## src/rtl/song_sequencer.sv

```systemverilog
// song_sequencer: steps through a song memory, holding each note for its beat count followed by a silent gap.
module song_sequencer #(
    parameter logic [31:0] BEAT_CYCLES = 32'd25000000,
    parameter logic [31:0] GAP_CYCLES  = 32'd2500000,
    parameter int          ADDR_W      = 8
) (
    input  logic              clk,
    input  logic              rst_n,
    input  logic              start,
    input  logic              stop,
    input  logic              pause,
    output logic [ADDR_W-1:0] rom_addr,
    input  logic [9:0]        rom_data,
    output logic [6:0]        note,
    output logic              playing,
    output logic              done
);
    typedef enum logic [2:0] {IDLE, FETCH, LOAD, PLAY, GAP, FINISH} state_t;
    state_t            r_state, w_next;
    logic [31:0]       r_cnt, w_cnt;
    logic [2:0]        r_beats, w_beats;
    logic [6:0]        r_code, w_code;
    logic [ADDR_W-1:0] w_addr;
    // next-state, counter, latched-code and address decisions; stop overrides everything
    always_comb begin
        w_next  = r_state;
        w_cnt   = r_cnt;
        w_beats = r_beats;
        w_code  = r_code;
        w_addr  = rom_addr;
        case (r_state)
            IDLE:  w_next = start ? FETCH : IDLE;
            FETCH: w_next = LOAD;
            LOAD: begin
                w_cnt   = 32'd0;
                w_beats = rom_data[9:7];
                w_code  = (rom_data[6:0] <= 7'd21) ? rom_data[6:0] : 7'd0;
                w_next  = (rom_data[6:0] == 7'd127) ? FINISH : PLAY;
            end
            PLAY: begin
                if (!pause) begin
                    if (r_cnt == BEAT_CYCLES - 32'd1) begin
                        w_cnt = 32'd0;
                        if (r_beats == 3'd0) w_next = GAP;
                        else w_beats = r_beats - 3'd1;
                    end else begin
                        w_cnt = r_cnt + 32'd1;
                    end
                end
            end
            GAP: begin
                if (!pause) begin
                    if (r_cnt == GAP_CYCLES - 32'd1) begin
                        w_cnt = 32'd0;
                        if (&rom_addr) begin
                            w_next = FINISH;
                        end else begin
                            w_addr = rom_addr + ADDR_W'(1);
                            w_next = FETCH;
                        end
                    end else begin
                        w_cnt = r_cnt + 32'd1;
                    end
                end
            end
            FINISH:  w_next = IDLE;
            default: w_next = IDLE;
        endcase
        if (stop) w_next = IDLE;
        if (w_next == IDLE) begin
            w_addr  = '0;
            w_cnt   = 32'd0;
            w_beats = 3'd0;
            w_code  = 7'd0;
        end
    end
    // state, counters and all outputs registered from the next-state decision
    always_ff @(posedge clk or negedge rst_n) begin
        if (!rst_n) begin
            r_state  <= IDLE;
            r_cnt    <= 32'd0;
            r_beats  <= 3'd0;
            r_code   <= 7'd0;
            rom_addr <= '0;
            note     <= 7'd0;
            playing  <= 1'b0;
            done     <= 1'b0;
        end else begin
            r_state  <= w_next;
            r_cnt    <= w_cnt;
            r_beats  <= w_beats;
            r_code   <= w_code;
            rom_addr <= w_addr;
            note     <= (w_next == PLAY && !pause) ? w_code : 7'd0;
            playing  <= (w_next != IDLE);
            done     <= (w_next == FINISH);
        end
    end
endmodule

```

## config.mk

```make
export PLATFORM = sky130hd
export DESIGN_NAME = song_sequencer
export DESIGN_NICKNAME = d
export VERILOG_FILES = /design/src/rtl/song_sequencer.sv
export SDC_FILE = /design/constraint.sdc
export NUM_CORES = 1
export LEC_CHECK = 0
export CAP_MARGIN = 0
export CORE_MARGIN = 2
export CORE_UTILIZATION = 25
export CTS_CLUSTER_SIZE = 8
export DETAILED_ROUTE_END_ITERATION = 8
export SLEW_MARGIN = 20
export SYNTH_ARGS = -nofsm -noshare
export SYNTH_HDL_FRONTEND = slang
export SYNTH_SLANG_ARGS = --single-unit
```

## constraint.sdc

```tcl
create_clock -name clk -period 2.1 [get_ports clk]
set_input_delay 0.21 -clock clk [delete_from_list [all_inputs] [get_ports clk]]
set_output_delay 0.21 -clock clk [all_outputs]
set_load 0.05 [all_outputs]
```

run_1/placed.png
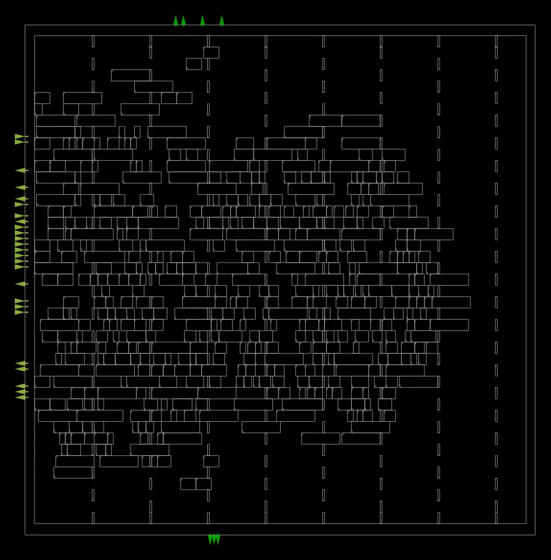
share of the core filled with cells: 38.2%
placeable core region: 0.0138 mm²
Seq cells: 62
number of fill cells in the layout: 1,385

run_1/port_trees.png
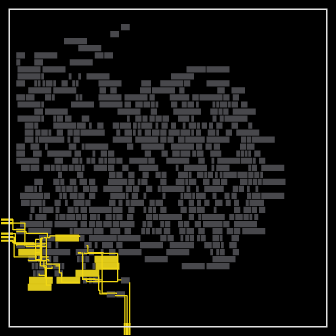
[rom_addr] yellow | direction: output | edge: 5 west, 3 south | end cells: 8 | wire: 376 µm

run_1/util_map.png
The die is cut into 12 by 12 equal tiles; black is low, pale yellow is high, 0 to 100% covered.
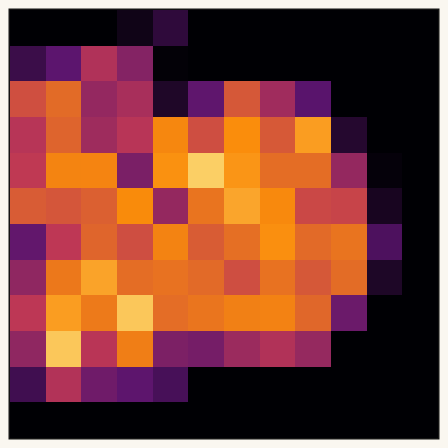
fullest tile: 90%
mean over tiles: 34%
nearly empty tiles: 36%
emptiest ninth of the die: north-east

run_1/m3.png
The bar under the picture is 20 µm long.
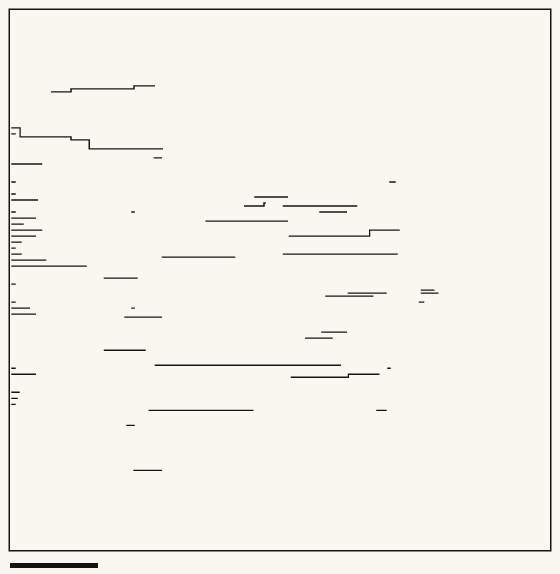
longest straight run: 41.9 µm
wire length on this layer: 431 µm

==> design notes, run 1 <==
The weighted congestion reported at the end of routability-driven placement came out at 0.887. The floorplan has 43 rows. Setup repair after global routing could not meet its margin everywhere.

The run gives 685 as the non-filler instance count after layout. The dominant delay contributor by cell family on the critical path is AND-OR/OR-AND gates. The worst ir drop on vdd was 589 µV. The parity-gate share of the synthesized area counting xor and xnor cells is 4.26%. Per the CTS log, the root buffer master is sky130_fd_sc_hd__clkbuf_16. The category of the most critical setup path was reg2reg. The number of register bits inferred by synthesis was 62; the Yosys chip area was 0.00349 mm². In this run the register-to-register setup slack is -0.04 ns.

In the final layout, the registers with the most flip-flops are r_cnt (32), rom_addr (8). The run gives 3,420 for the via count of the first global-routing pass. The logs give 4 for the iteration count of the initial detailed-routing pass and 2.31 ns for the data required time of the worst path. In this run the tools logged warnings totalling 28. The synthesized netlist devotes 1.43% of its cell area to adder and majority cells. The tools report the power consumption as 3.22 mW.

The run gives 15 for the count of inverters other than clock inverters in the layout. The fraction of area in clock buffers and inverters came out at 6.45%. Sorting the Yosys area breakdown by cell type puts at the top sky130_fd_sc_hd__dfrtp_1.

Yosys reports the multiplexer fraction of the synthesized area as 0.286%. The number of buffers inserted to repair setup after CTS was 1; the depth of the most critical reg-to-reg path was 9. The finished design was reported to have a net count of 519.

In this run the most used layer during global routing was met2. 289 cells are multi-input combinational gates. In the Yosys report the total cell count is 381. Registers take 0.00156 mm². The flow ran to the end, but the final reports show violations. The logs give 431 µm for the met3 wire length and 0 for the max-capacitance violation count. The count of clock tree sinks was 62.

The proportion of register bits with asynchronous set or reset after synthesis was 100%; the number of antenna violations at the first check in global routing was 0. The synthesized netlist devotes 31.3% of its cell area to simple gates. Power spread over the standard cell area amounts to 612 mW/mm². The run gives 14.6 µm for the wire length per cell after detailed routing. Largest non-sequential cell family by area: simple AND/OR/NAND/NOR gates.

No sink is reached through more buffers than the 2 on the longest clock path. The register containing the most flip-flops in the final layout is r_cnt. With the area added between synthesis and finish at 50.5%, the detailed route wirelength on metal2 is 5070 µm. The highest signal layer in the routed design was met4.

Area fraction of the dominant cell type after synthesis: 44.4%. Sorting the synthesized cells by area gives the leading types as sky130_fd_sc_hd__dfrtp_1, sky130_fd_sc_hd__nor2_1, sky130_fd_sc_hd__nand2_1. Along the critical path, the tally of buffer and inverter instances is 3. In this run, synthesis inferred 0 flip-flops with an integrated enable.

The power report shows net switching accounting for 22.7% of the total. Across the whole layout, storage elements make up 29.6% of the cell area. Sorting the synthesized cells by how often they occur yields sky130_fd_sc_hd__dfrtp_1, sky130_fd_sc_hd__nor2_1, sky130_fd_sc_hd__nand2_1. The instance count after placement with tap cells included is 660. The critical path endpoint is r_cnt[27]. The cell-internal power was 2.49 mW; the wire length of the first global-routing pass was 16,100 µm.

For this run the detailed placement stage logged an HPWL of 7110 µm. For the total die size, the log shows 0.0149 mm². The checks that failed: negative setup slack. For met3 alone, demand over resource in global routing was 4.37%. The logs give 0.00458 mm² for the total placed instance area and 2 for the final count of negative-setup-slack endpoints. The detailed router finished its first iteration with 112 violations.

The type of the tightest min-delay check was in2async. Detailed routing inserted a total of 3,364 vias. With the critical-path maximum fanout at 7, the number of tap instances is 180.

For the combinational group, total power comes out at 0.299 mW. Averaged over all synthesized cells, the footprint is 9.17 µm². The remaining design rule violation count was 0. The layout report gives the multi-input gate share of total cell area as 39.0%.

TritonCTS built the clock tree. The final count of hold timing violations is 0. With the multi-input logic area at 0.00205 mm², the number of max-slew violations in the final report is 0. In this run the power spent charging and discharging nets is 0.729 mW.

For the minimum setup slack in the final design, the log shows -0.0397 ns.
--- run 2 (diff from run 1) ---
==> constraint.sdc (replaced) <==
create_clock -name clk -period 2.7 [get_ports clk]
set_input_delay 0.27 -clock clk [delete_from_list [all_inputs] [get_ports clk]]
set_output_delay 0.27 -clock clk [all_outputs]
set_load 0.05 [all_outputs]
run_2/util_map.png
The die is cut into 12 by 12 equal tiles; black is low, pale yellow is high, 0 to 100% covered.
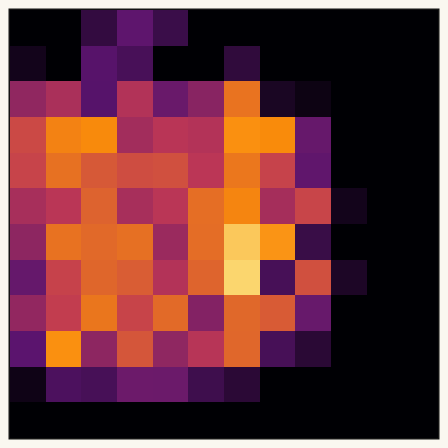
tiles over 75% full: 3.5%
fullest tile: 91%
densest ninth of the die: center

==> design notes, run 2 <==
Yosys reported that registers with async set or reset make up 100%. The design has 62 sequential cells. For this design, Yosys synthesis ends with a cell count of 381. The category of the most critical setup path is reg2reg. The logs give 29.5% for the relative max-transition margin and 258 µV for the worst ir drop on vdd.

The run gives 2,979 for the via count of the first global-routing pass. At the end of routability-driven placement, the weighted congestion stood at 0.854. The run gives 174 for the initial detailed-routing violation count. In the final design database the tool counted 434 nets.

In the final design, more cell area goes to multi-input combinational cells than to any other class. From synthesis to final layout, the design area changed by 22.7%. The logs give 0.00181 mm² for the multi-input logic area and 0.00400 mm² for the total placed instance area. For this block, the via count after detailed routing is 3,010.

met3 track demand over resource after global routing is 2.83%. The run gives 0.00349 mm² as the post-synthesis instance area. The transition time of the tightest slew-check pin came out at 1.05 ns. The logs give a warning total of 26. The layout buffer count excluding clock buffers is 38, and the iteration count of the initial detailed-routing pass is 4. Type of the tightest min-delay check: in2async. The detailed router reports a met3 wire length of 325 µm. The multi-input combinational cell count is 289. The run gives 4070 µm as the detailed route wirelength on metal2.

Summed over all combinational cells, the power is 0.166 mW. In this run, the synthesized area fraction spent on adder and majority cells is recorded as 1.43%. Leaving out fill and tap cells, the most frequent cell in the layout is sky130_fd_sc_hd__dfrtp_1. The number of rows in the core area was 43. TritonCTS built the clock tree. The net switching fraction of the power works out to 24.2%. Highest signal layer in the routed design: met4. The synthesis run shows multiplexers occupying 0.286% of the cell area. The worst setup path is launched from a register.

The count of inverters other than clock inverters in the layout was 15. The die covers 0.0149 mm². The cell-mix breakdown from Yosys lists the XOR/XNOR area share as 4.26%. Post-synthesis simple-gate area fraction: 31.3%. The max-capacitance violation count is 0. The area taken by flip-flops and latches was 0.00155 mm². The run gives 0.0138 mm² as the total core area. In this run the worst path has a maximum fanout of 17.

Per the post-synthesis stats, the area per cell is 9.17 µm². The run gives 0.25 ns for the minimum setup slack among reg-to-reg paths. The synthesis stat section lists a flop and latch total of 62. The area fraction of the dominant cell type after synthesis was 44.4%; the number of cells produced by synthesis was 381. For the number of antenna violations at the first check in global routing, the log shows 0.

With the layout filler cell count at 1,489, the maximum count of clock buffers along a single path is 2. After layout, the worst setup slack is 0.245 ns. The run gives 2.26 mW as the power consumption.

Note, the detailed placer reported a final HPWL of 5980 µm. The flow reported a cell area power density of 526 mW/mm². The depth of the most critical reg-to-reg path came out at 6. Setup repair after global routing left no endpoint under its margin. Following the worst setup path forward leads to its endpoint at r_cnt[5]. Of the total power, registers draw 42.0%.

After global routing, the most crowded layer is met2. Ranked by flip-flop count, first place goes to r_cnt. The run finished with clean final reports. The logs give 31.1% for the end-of-flow core utilization and 0.546 mW for the net switching power of the design. By area the synthesized netlist is led by sky130_fd_sc_hd__dfrtp_1, sky130_fd_sc_hd__nor2_1, sky130_fd_sc_hd__nand2_1. The layout report gives the multi-input gate share of total cell area as 42.1%. The count of clock tree sinks was 62. The wire length of the first global-routing pass was 14,500 µm. The tools report the instance count after placement with tap cells included as 584. The tools report the non-filler instance count after layout as 600.

The OpenROAD report gives the critical path a required time of 2.92 ns. The remaining design rule violation count is 0. By count the netlist is led by sky130_fd_sc_hd__dfrtp_1, sky130_fd_sc_hd__nor2_1, sky130_fd_sc_hd__nand2_1. The run gives 1.71 mW as the cell-internal power. The final count of hold timing violations was 0; the final count of negative-setup-slack endpoints was 0. In this run, synthesis inferred 0 flip-flops with an integrated enable.

In the final routed layout, each cell accounts on average for 14.3 µm. Yosys shows that the main logic family after synthesis is simple AND/OR/NAND/NOR gates. Sequential cells make up 36.2% of the cell area. Number of buffer and inverter instances along the worst setup path: 0.

The largest area contributor in the netlist was sky130_fd_sc_hd__dfrtp_1. The fraction of area in clock buffers and inverters was 6.83%. Buffer type at the clock tree root: sky130_fd_sc_hd__clkbuf_16. Tap insertion was completed with 180 tapcells. The dominant delay contributor by cell family on the critical path is AND-OR/OR-AND gates.
run_2/m3.png
The bar under the picture is 20 µm long.
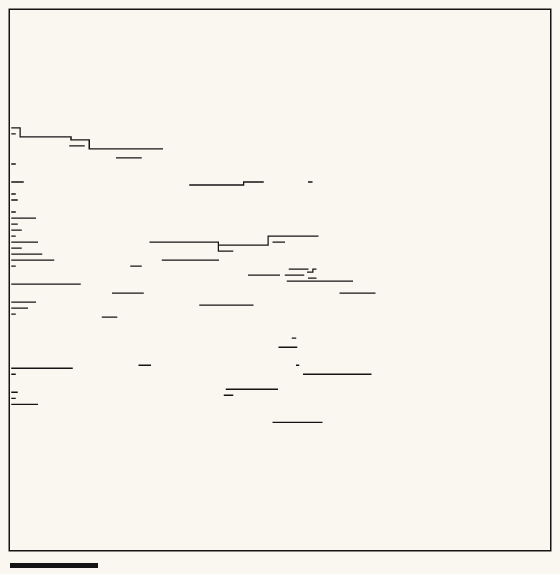
longest straight run: 16.6 µm
nets with wire on the layer: 42
main direction: horizontal

Power figures rest on the tool's default switching activity, not on a simulated workload.
